`config.mk`:
```
export PLATFORM = sky130hd
export DESIGN_NAME = piso_seq_ctrl
export DESIGN_NICKNAME = d
export VERILOG_FILES = /design/src/rtl/piso_seq_ctrl.sv
export SDC_FILE = /design/constraint.sdc
export NUM_CORES = 1
export LEC_CHECK = 0
export ABC_AREA = 1
export CORE_MARGIN = 3
export CORE_UTILIZATION = 43
export DETAILED_ROUTE_END_ITERATION = 8
export GPL_TIMING_DRIVEN = 0
export PLACE_DENSITY = 0.74
export SYNTH_ARGS = -nofsm -noshare
export SYNTH_HDL_FRONTEND = slang
export SYNTH_SLANG_ARGS = --single-unit
```
`constraint.sdc`:
```
create_clock -name clk -period 1.65 [get_ports clk]
set_clock_uncertainty 0.1 [all_clocks]
set_input_delay 0.33 -clock clk [delete_from_list [all_inputs] [get_ports clk]]
set_output_delay 0.33 -clock clk [all_outputs]
set_load 0.02 [all_outputs]
```
`src/rtl/piso_seq_ctrl.sv`:
```
// Parallel-in/serial-out sequencer: captures a word over valid/ready, then shifts it out one bit per shift_en tick.
// Define PISO_PARITY_EN to append an even-parity bit after the last data bit.
module piso_seq_ctrl #(
  parameter int WIDTH     = 4,
  parameter bit MSB_FIRST = 1'b0
) (
  input  logic             clk,
  input  logic             reset_,
  input  logic             load_valid,
  output logic             load_ready,
  input  logic [WIDTH-1:0] data,
  input  logic             shift_en,
  output logic             sout,
  output logic             sout_valid,
  output logic             busy,
  output logic             done
);

  localparam int CW = ($clog2(WIDTH) > 1) ? $clog2(WIDTH) : 1;

`ifdef PISO_PARITY_EN
  typedef enum logic [1:0] {
    S_IDLE   = 2'd0,
    S_SHIFT  = 2'd1,
    S_PARITY = 2'd2,
    S_DONE   = 2'd3
  } state_t;
  logic r_parity;
`else
  typedef enum logic [1:0] {
    S_IDLE  = 2'd0,
    S_SHIFT = 2'd1,
    S_DONE  = 2'd3
  } state_t;
`endif

  state_t           r_state;
  logic [WIDTH-1:0] r_shreg;
  logic [CW-1:0]    r_bitcnt;
  logic             r_sout;
  logic             r_sout_valid;
  logic             r_busy;
  logic             r_done;
  logic             r_load_ready;

  logic             w_first_bit;
  logic             w_next_bit;
  logic [WIDTH-1:0] w_shifted;
  logic             w_last;

  // sout is registered, so the bit that becomes visible after a shift is picked one position in.
  assign w_first_bit = MSB_FIRST ? data[WIDTH-1] : data[0];
  assign w_next_bit  = MSB_FIRST ? r_shreg[WIDTH-2] : r_shreg[1];
  assign w_shifted   = MSB_FIRST ? {r_shreg[WIDTH-2:0], 1'b0} : {1'b0, r_shreg[WIDTH-1:1]};
  assign w_last      = (r_bitcnt == CW'(WIDTH-1));

  always_ff @(posedge clk) begin
    if (!reset_) begin
      r_state      <= S_IDLE;
      r_shreg      <= '0;
      r_bitcnt     <= '0;
      r_sout       <= 1'b0;
      r_sout_valid <= 1'b0;
      r_busy       <= 1'b0;
      r_done       <= 1'b0;
      r_load_ready <= 1'b0;
`ifdef PISO_PARITY_EN
      r_parity     <= 1'b0;
`endif
    end else begin
      case (r_state)
        S_IDLE: begin
          if (load_valid && r_load_ready) begin
            r_state      <= S_SHIFT;
            r_shreg      <= data;
            r_bitcnt     <= '0;
            r_sout       <= w_first_bit;
            r_sout_valid <= 1'b1;
            r_busy       <= 1'b1;
            r_load_ready <= 1'b0;
`ifdef PISO_PARITY_EN
            r_parity     <= ^data;
`endif
          end else begin
            r_load_ready <= 1'b1;
          end
        end
        S_SHIFT: begin
          if (shift_en) begin
            r_shreg  <= w_shifted;
            r_bitcnt <= r_bitcnt + CW'(1);
            if (w_last) begin
`ifdef PISO_PARITY_EN
              r_state      <= S_PARITY;
              r_sout       <= r_parity;
`else
              r_state      <= S_DONE;
              r_sout       <= 1'b0;
              r_sout_valid <= 1'b0;
              r_done       <= 1'b1;
`endif
            end else begin
              r_sout <= w_next_bit;
            end
          end
        end
`ifdef PISO_PARITY_EN
        S_PARITY: begin
          if (shift_en) begin
            r_state      <= S_DONE;
            r_sout       <= 1'b0;
            r_sout_valid <= 1'b0;
            r_done       <= 1'b1;
          end
        end
`endif
        S_DONE: begin
          r_state      <= S_IDLE;
          r_done       <= 1'b0;
          r_busy       <= 1'b0;
          r_load_ready <= 1'b1;
        end
        default: begin
          r_state      <= S_IDLE;
          r_sout       <= 1'b0;
          r_sout_valid <= 1'b0;
          r_busy       <= 1'b0;
          r_done       <= 1'b0;
          r_load_ready <= 1'b0;
        end
      endcase
    end
  end

  assign load_ready = r_load_ready;
  assign sout       = r_sout;
  assign sout_valid = r_sout_valid;
  assign busy       = r_busy;
  assign done       = r_done;

endmodule
```
**Run 1: sequential cells grouped by signal name**

Scale bar: 10 um. Other sequential cells in the stronger gray, the rest of the logic in the fainter gray.
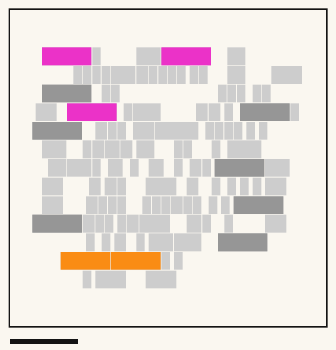
- magenta: r_shreg (sequential cells 3)
- orange: r_state (sequential cells 2)
- not colored: 7
final core utilization: 61.09%
sequential cell area: 240.2 um2
share of the final layout cell area in sequential cells: 28.11%

**Run 1: placement by cell class**

Scale bar: 10 um.
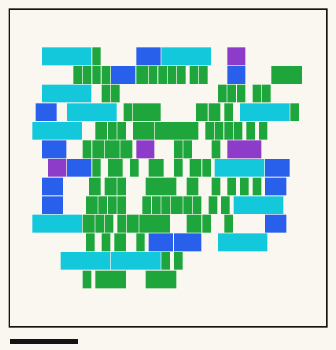
- green: all other logic (cells 90)
- purple: clock drivers and dummy loads (cells 4)
- blue: other buffers and delay cells (cells 13)
- cyan: flip-flops (cells 12)
post-route standard cell area excluding fillers: 854.6 um2
placeable core region: 1399 um2
Placement Rows: 13

**Run 1: selected gate families**

Scale bar: 10 um.
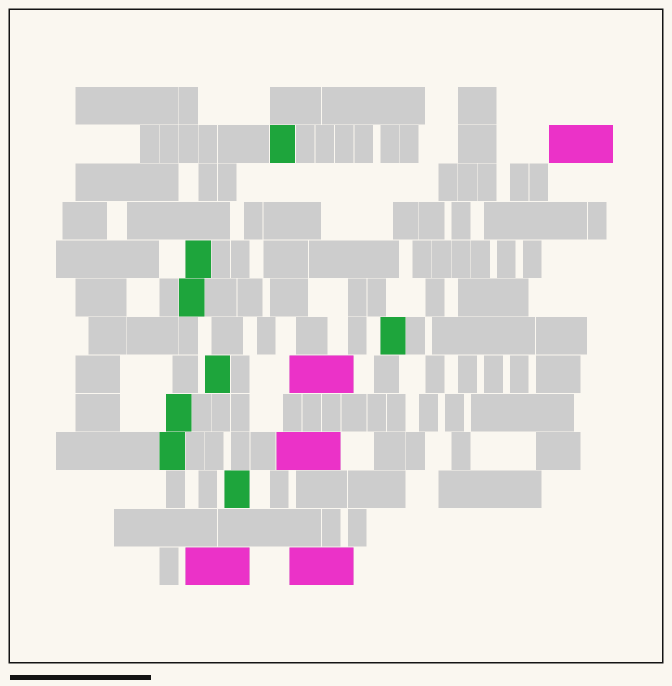
- green: inverting AOI/OAI gates (cells 8)
- magenta: adder and majority cells (cells 5)
Top cell excl fill/tap: sky130_fd_sc_hd__nand2_1
multi-input combinational area share: 42.61%
Non-Filler Instances: 134

==> flow_metrics.env, run 1 <==
# implementation run metrics
export IMPL_run_status="completed"
export IMPL_number_of_antenna_violations_at_the_first_check_in_global_routing=0
export IMPL_numClockSinks=12
export IMPL_worst_hold_margin_ps=237.3
export IMPL_layout_top_cells="sky130_fd_sc_hd__nand2_1 (32), sky130_fd_sc_hd__inv_1 (16), sky130_fd_sc_hd__nor2_1 (14), sky130_fd_sc_hd__dfxtp_1 (12)"
export IMPL_path_cells="inv_1 -> ha_1 -> nand2_1 -> nand3_1 -> nor2_1 -> nor2_1"
export IMPL_dr_first_iter_drc_count=24
export IMPL_share_of_final_layout_standard_cells_stronger_than_drive_strength_1_pct=9.244
export IMPL_gr_total_overflow=0
export IMPL_reg2reg_launch_point="r_state[0]"
export IMPL_critical_path_slowest_cell="sky130_fd_sc_hd__dfxtp_1"
export IMPL_largest_area_cell="sky130_fd_sc_hd__dfxtp_1"
export IMPL_setup_violations_final=0
export IMPL_minimum_clock_period_after_layout_ps=1477
export IMPL_syn_cell_area_um2=695.7
export IMPL_initCoreUtil_pct=49.73
export IMPL_ys_warn_count=0
export IMPL_routed_wl_um=1412
export IMPL_max_clock_path_buffers=2
export IMPL_max_cap_violations=0
export IMPL_layout_nets=133
export IMPL_hold_path_startpoint="reset_"
export IMPL_syn_inst=104
export IMPL_critical_path_top_delay_family="simple AND/OR/NAND/NOR gates"
export IMPL_clockRootBuffer="sky130_fd_sc_hd__clkbuf_4"
export IMPL_mapped_nets=117
export IMPL_sequential_area_share_after_synthesis_pct=34.53
export IMPL_synth_stat_cells=104
export IMPL_floorplan_die_area_um2=2136
export IMPL_finalSetupTns_ps=0
export IMPL_slew_limit_headroom_pct=83.87
export IMPL_residual_drc=0
export IMPL_finalHoldViolations=0
export IMPL_synth_lib_cells_used_distinct=17
export IMPL_drt_vias_per_instance=4.828
export IMPL_cts_tree="yes"
export IMPL_warning_count=29
export IMPL_first_global_vias=545
export IMPL_port_buffers=11
export IMPL_clkSlewWorstSetupHoldPaths_ps=70
export IMPL_setup_worst_path_start_class="flip-flop"
export IMPL_area_delta_synth_final_pct=22.84
export IMPL_worstMarginPinSlew_ps=241.9
export IMPL_die_height_um=46.22
export IMPL_rr_endpoint="r_state[1]"
export IMPL_worst_skew_pair_late_latency_ps=280
export IMPL_largest_net_degree_at_the_start_of_global_routing=11
export IMPL_groute_usage_overall_pct=15.56
export IMPL_critical_path_max_fanout=6
export IMPL_dr_pass1_iters=4
export IMPL_worst_ir_drop_on_vdd_v=0.0007743
export IMPL_hold_buffers=0
export IMPL_io_pin_count=13
export IMPL_power_density_cell_area_nw_per_um2=1537
export IMPL_grt_pass1_wl_um=2290
export IMPL_synth_largest_type_area_fraction_pct=34.53
export IMPL_drt_antenna_violating_nets=0
export IMPL_cts_htree_levels=1
export IMPL_upper_clock_frequency_limit_ghz=0.6772
export IMPL_critical_path_max_stage_delay_ps=390
==> run 1: area by class of cell <==
class | count | area, um2 | area share [%]
timing repair buffer | 11 | 103.9 | 12.15
tap | 15 | 18.77 | 2.196
buffer | 2 | 18.77 | 2.196
sequential | 12 | 240.2 | 28.11
multi-input combinational | 72 | 364.1 | 42.61
inverter | 18 | 72.57 | 8.492
clock buffer | 4 | 36.28 | 4.246
==> run 1: Yosys cell counts, drive strengths merged <==
| cell | n |
|---|---|
| inv | 18 |
| nand2 | 34 |
| nor3 | 1 |
| nand3 | 7 |
| o21ai | 3 |
| nand4 | 3 |
| buf | 2 |
| dfxtp | 12 |
| nor2 | 14 |
| a21oi | 5 |
| ha | 5 |
==> run 1: report_power, final <==
| group | leakage [nW] | switching (mW) | internal, mW |
|---|---|---|---|
| Clock | 0.0210 | 0.100 | 0.134 |
| Sequential | 0.0987 | 0.0421 | 0.370 |
| Combinational | 0.340 | 0.424 | 0.242 |
| Total | 0.459 | 0.566 | 0.747 |
==> run 1: cell families after synthesis <==
kind of cell / after synthesis / synth area share [%]
buffers and inverters: 20 / 13.13
AOI/OAI and AO/OA: 8 / 5.754
and+or+nand+nor: 59 / 37.59
DFF: 12 / 34.53
adders and majority gates: 5 / 8.993
==> run 1: worst max path at each step <==
stage,start,end,cells past startpoint
2_1_floorplan,r_state[0],r_state[1],6
3_3_place_gp,load_valid,r_state[1],6
3_5_place_dp,load_valid,r_state[1],6
4_1_cts,r_state[0],r_state[1],6
5_1_grt,r_state[0],r_state[1],6
6_report,r_state[0],r_state[1],6
==> run 1: stage by stage <==
step                power (mW)  worst slack (ps)  std cells  utilization, %
floorplan               0.9260             348.0        104               -
global placement         1.083             80.96        130           58.94
detailed placement       1.105             74.95        130           58.94
CTS                      1.327             169.9        134           61.09
global route             1.437             14.32        134           61.09
finish                   1.313             173.3        134           61.09
==> run 1: per-layer routing <==
metal / wire, um / global-route usage, % / vias up / part of all wire, %
met1: 659 / 19.11 / 270 / 47
met3: 102 / 7.031 / 4 / 7.2
met2: 628 / 23.08 / 19 / 44
li1: - / - / 354 / -
met4: 21 / 6.818 / 0 / 1.5
met5: 0 / 0 / - / 0
==> run 1: state kept, by name (all words and copies together) (netlist names) <==
register and count:
sout_valid 1, done 1, load_ready 1, busy 1, sout 1, r_bitcnt 2
r_state 2, r_shreg 3
==> run 1: what timing repair did <==
action,in CTS,in global routing
buffers inserted,0,0
setup endpoints to repair,5,0
gates resized,5,0
==> run 1: worst min-delay path: stages <==
cell and delay (ps):
sky130_fd_sc_hd__buf_4 150, sky130_fd_sc_hd__nand2_1 70, sky130_fd_sc_hd__nor2_1 30
**Run 1: routing congestion map**

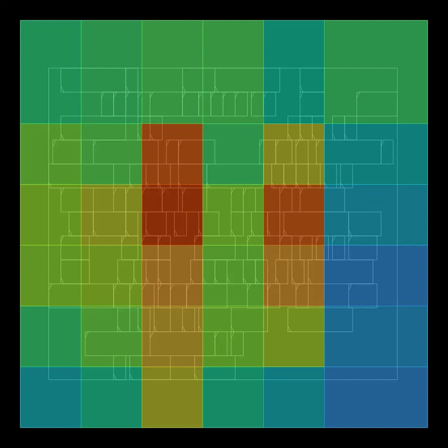

==> inputs of run 2 (changes only) <==
--- a/config.mk
+++ b/config.mk
@@ -11,6 +11,7 @@
 export DETAILED_ROUTE_END_ITERATION = 8
 export GPL_TIMING_DRIVEN = 0
 export PLACE_DENSITY = 0.74
+export SKIP_CTS_REPAIR_TIMING = 1
 export SYNTH_ARGS = -nofsm -noshare
 export SYNTH_HDL_FRONTEND = slang
 export SYNTH_SLANG_ARGS = --single-unit
**Run 2: routing congestion map**

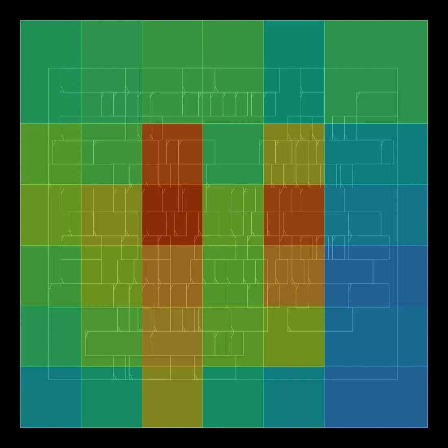
Top Usage Layer GRT: met2
met1 global-route usage: 19.11%

==> run 2 against run 1 <==
  * Total power is 1.1% higher
  * Non-clock buffer count stayed put
  * Synthesized area stayed put
  * Register-to-register slack hardly changed
  * Fmax hardly changed
  * Design area is 2.2% higher
  * Clock power hardly changed
  * Count of clock-buffer cells in the layout stayed put
  * First-iteration DRC count stayed put
  * Worst setup slack hardly changed
  * Routed wire length stayed put
  * Critical endpoint unchanged
  * Highest routed layer unchanged
==> flow_metrics.env, run 2 <==
# implementation run metrics
export IMPL_final_max_slew_violation_count=0
export IMPL_routed_wl_um=1412
export IMPL_edff_count_synth=0
export IMPL_initCoreUtil_pct=49.73
export IMPL_gr_total_overflow=0
export IMPL_cts_made_buffers=3
export IMPL_area_sequential_um2=240.2
export IMPL_finalHoldViolations=0
export IMPL_share_of_final_layout_standard_cells_stronger_than_drive_strength_1_pct=9.244
export IMPL_worstSetupEndpoint="r_state[1]"
export IMPL_grt_pass1_wl_um=2304
export IMPL_syn_inst=104
export IMPL_layout_top_cells="sky130_fd_sc_hd__nand2_1 (32), sky130_fd_sc_hd__inv_1 (16), sky130_fd_sc_hd__nor2_1 (14), sky130_fd_sc_hd__dfxtp_1 (12)"
export IMPL_clkSlewWorstSetupHoldPaths_ps=70
export IMPL_synth_stat_cells=104
export IMPL_worst_hold_margin_ps=237.3
export IMPL_critical_path_max_fanout=6
export IMPL_flip_flop_count_of_the_largest_register_all_copies_and_words_added=3
export IMPL_number_of_antenna_violations_at_the_first_check_in_global_routing=0
export IMPL_groute_usage_overall_pct=15.63
export IMPL_mapped_nets=117
export IMPL_post_dp_hpwl_um=1064
export IMPL_hp_class="in2reg"
export IMPL_numClockSinks=12
export IMPL_largest_net_degree_at_the_start_of_global_routing=11
export IMPL_max_clock_path_buffers=2
export IMPL_warning_count=29
export IMPL_syn_cell_area_um2=695.7
export IMPL_setup_worst_path_start_class="flip-flop"
export IMPL_synth_async_sr_flop_share_pct=0
export IMPL_cts_htree_levels=1
export IMPL_upper_clock_frequency_limit_ghz=0.6772
export IMPL_synth_largest_type_area_fraction_pct=34.53
export IMPL_regMostFlops="r_shreg"
export IMPL_placeable_core_region_um2=1399
export IMPL_area_delta_synth_final_pct=25.54
export IMPL_layout_area_comb_um2=364.1
export IMPL_largest_area_cell="sky130_fd_sc_hd__dfxtp_1"
export IMPL_post_route_cell_area_um2=873.3
export IMPL_worstSetupStartpoint="r_state[0]"
export IMPL_residual_drc=0
export IMPL_slew_limit_headroom_pct=83.87
export IMPL_run_status="completed"
export IMPL_first_global_vias=547
export IMPL_sequential_area_share_after_synthesis_pct=34.53
export IMPL_rr_endpoint="r_state[1]"
export IMPL_timing_final_ws_setup_ps=173.4
export IMPL_ys_warn_count=0
export IMPL_die_height_um=46.22
export IMPL_place_ws_ps=74.95
export IMPL_yosys_most_used_dff="sky130_fd_sc_hd__dfxtp_1"
export IMPL_drt_vias_per_instance=4.828
export IMPL_syn_area_per_cell_um2=6.689
export IMPL_dr_first_iter_drc_count=24
export IMPL_layout_top_registers="r_shreg: 3 flops, r_bitcnt: 2 flops, r_state: 2 flops"
export IMPL_synth_lib_cells_used_distinct=17
export IMPL_reg2reg_launch_point="r_state[0]"
export IMPL_clockRootBuffer="sky130_fd_sc_hd__clkbuf_4"
export IMPL_common_cells="sky130_fd_sc_hd__nand2_1 (32), sky130_fd_sc_hd__inv_1 (16), sky130_fd_sc_hd__nor2_1 (14)"
export IMPL_worstMarginPinSlew_ps=241.9
export IMPL_power_density_cell_area_nw_per_um2=1521
export IMPL_worst_ir_drop_on_vdd_v=0.0007742
export IMPL_layout_nets=133
export IMPL_num_rows=13
export IMPL_port_buffers=11
export IMPL_drt_antenna_violating_nets=0
export IMPL_setup_reg_to_reg_worst_slack_ps=170
export IMPL_dr_pass1_iters=4
export IMPL_io_pin_count=13
export IMPL_floorplan_die_area_um2=2136
export IMPL_top_cell="sky130_fd_sc_hd__nand2_1"
export IMPL_minimum_clock_period_after_layout_ps=1477
export IMPL_cts_tree="yes"
export IMPL_worst_skew_pair_late_latency_ps=280
export IMPL_layout_top_cell_excl_fill_tap="sky130_fd_sc_hd__nand2_1"
export IMPL_setup_violations_final=0
export IMPL_max_cap_violations=0
-- run 2: cell counts after synthesis --
Identical to the previous run, type by type.
-- run 2: layout make-up --
type	count	area share (%)
multi-input cells	72	41.69
flip-flops and latches	12	27.51
repair buffers	11	14.04
inverters	18	8.309
clock buffers	4	4.155
plain buffers	2	2.149
well taps	15	2.149
-- run 2: kinds of logic after synthesis --
kind of cell | count (synthesis) | share of synthesized area, %
simple gates | 59 | 37.59
buf+inv | 20 | 13.13
flops | 12 | 34.53
compound gates | 8 | 5.754
fa+ha+maj | 5 | 8.993
-- run 2: metal layers --
metal	GRT usage [%]	vias up	part of all wire [%]
met5	0	-	0
met4	6.818	0	1.5
met3	7.422	4	8.4
met2	23.08	19	45
met1	19.11	270	45
li1	-	354	-
-- run 2: worst min path at each step --
| stage | start | endpoint | slack [ps] | depth (start not counted) |
|---|---|---|---|---|
| finish | reset_ | r_shreg[1] | 240 | 3 |
| global route | reset_ | r_shreg[2] | 230 | 3 |
| CTS | reset_ | r_shreg[1] | 230 | 3 |
| detailed placement | done | done | 360 | 2 |
| global placement | sout_valid | sout_valid | 350 | 2 |
| floorplan | r_shreg[3] | r_shreg[3] | 340 | 2 |
-- run 2: through the flow --
step / setup TNS [ps] / utilization (%) / power (mW) / std cells
after floorplan: 0 / - / 0.9260 / 104
after global placement: 0 / 58.94 / 1.083 / 130
after detailed placement: 0 / 58.94 / 1.105 / 130
after CTS: -125.1 / 61.54 / 1.350 / 134
after global routing: 0 / 62.43 / 1.451 / 134
final: 0 / 62.43 / 1.328 / 134
-- run 2: worst max-delay path: stages (launching register included) --
cell                      delay [ps]
sky130_fd_sc_hd__dfxtp_1         390
sky130_fd_sc_hd__inv_1            80
sky130_fd_sc_hd__ha_1            290
sky130_fd_sc_hd__nand2_1         210
sky130_fd_sc_hd__nand3_1         150
sky130_fd_sc_hd__nor2_1          120
sky130_fd_sc_hd__nor2_1           50
-- run 2: report_power, final --
group	leakage (nW)	switching [mW]	internal, mW
Sequential	0.0987	0.0419	0.370
Combinational	0.401	0.424	0.258
Clock	0.0210	0.0997	0.134
Total	0.521	0.566	0.763
Power is estimated from default activity; no workload was simulated.
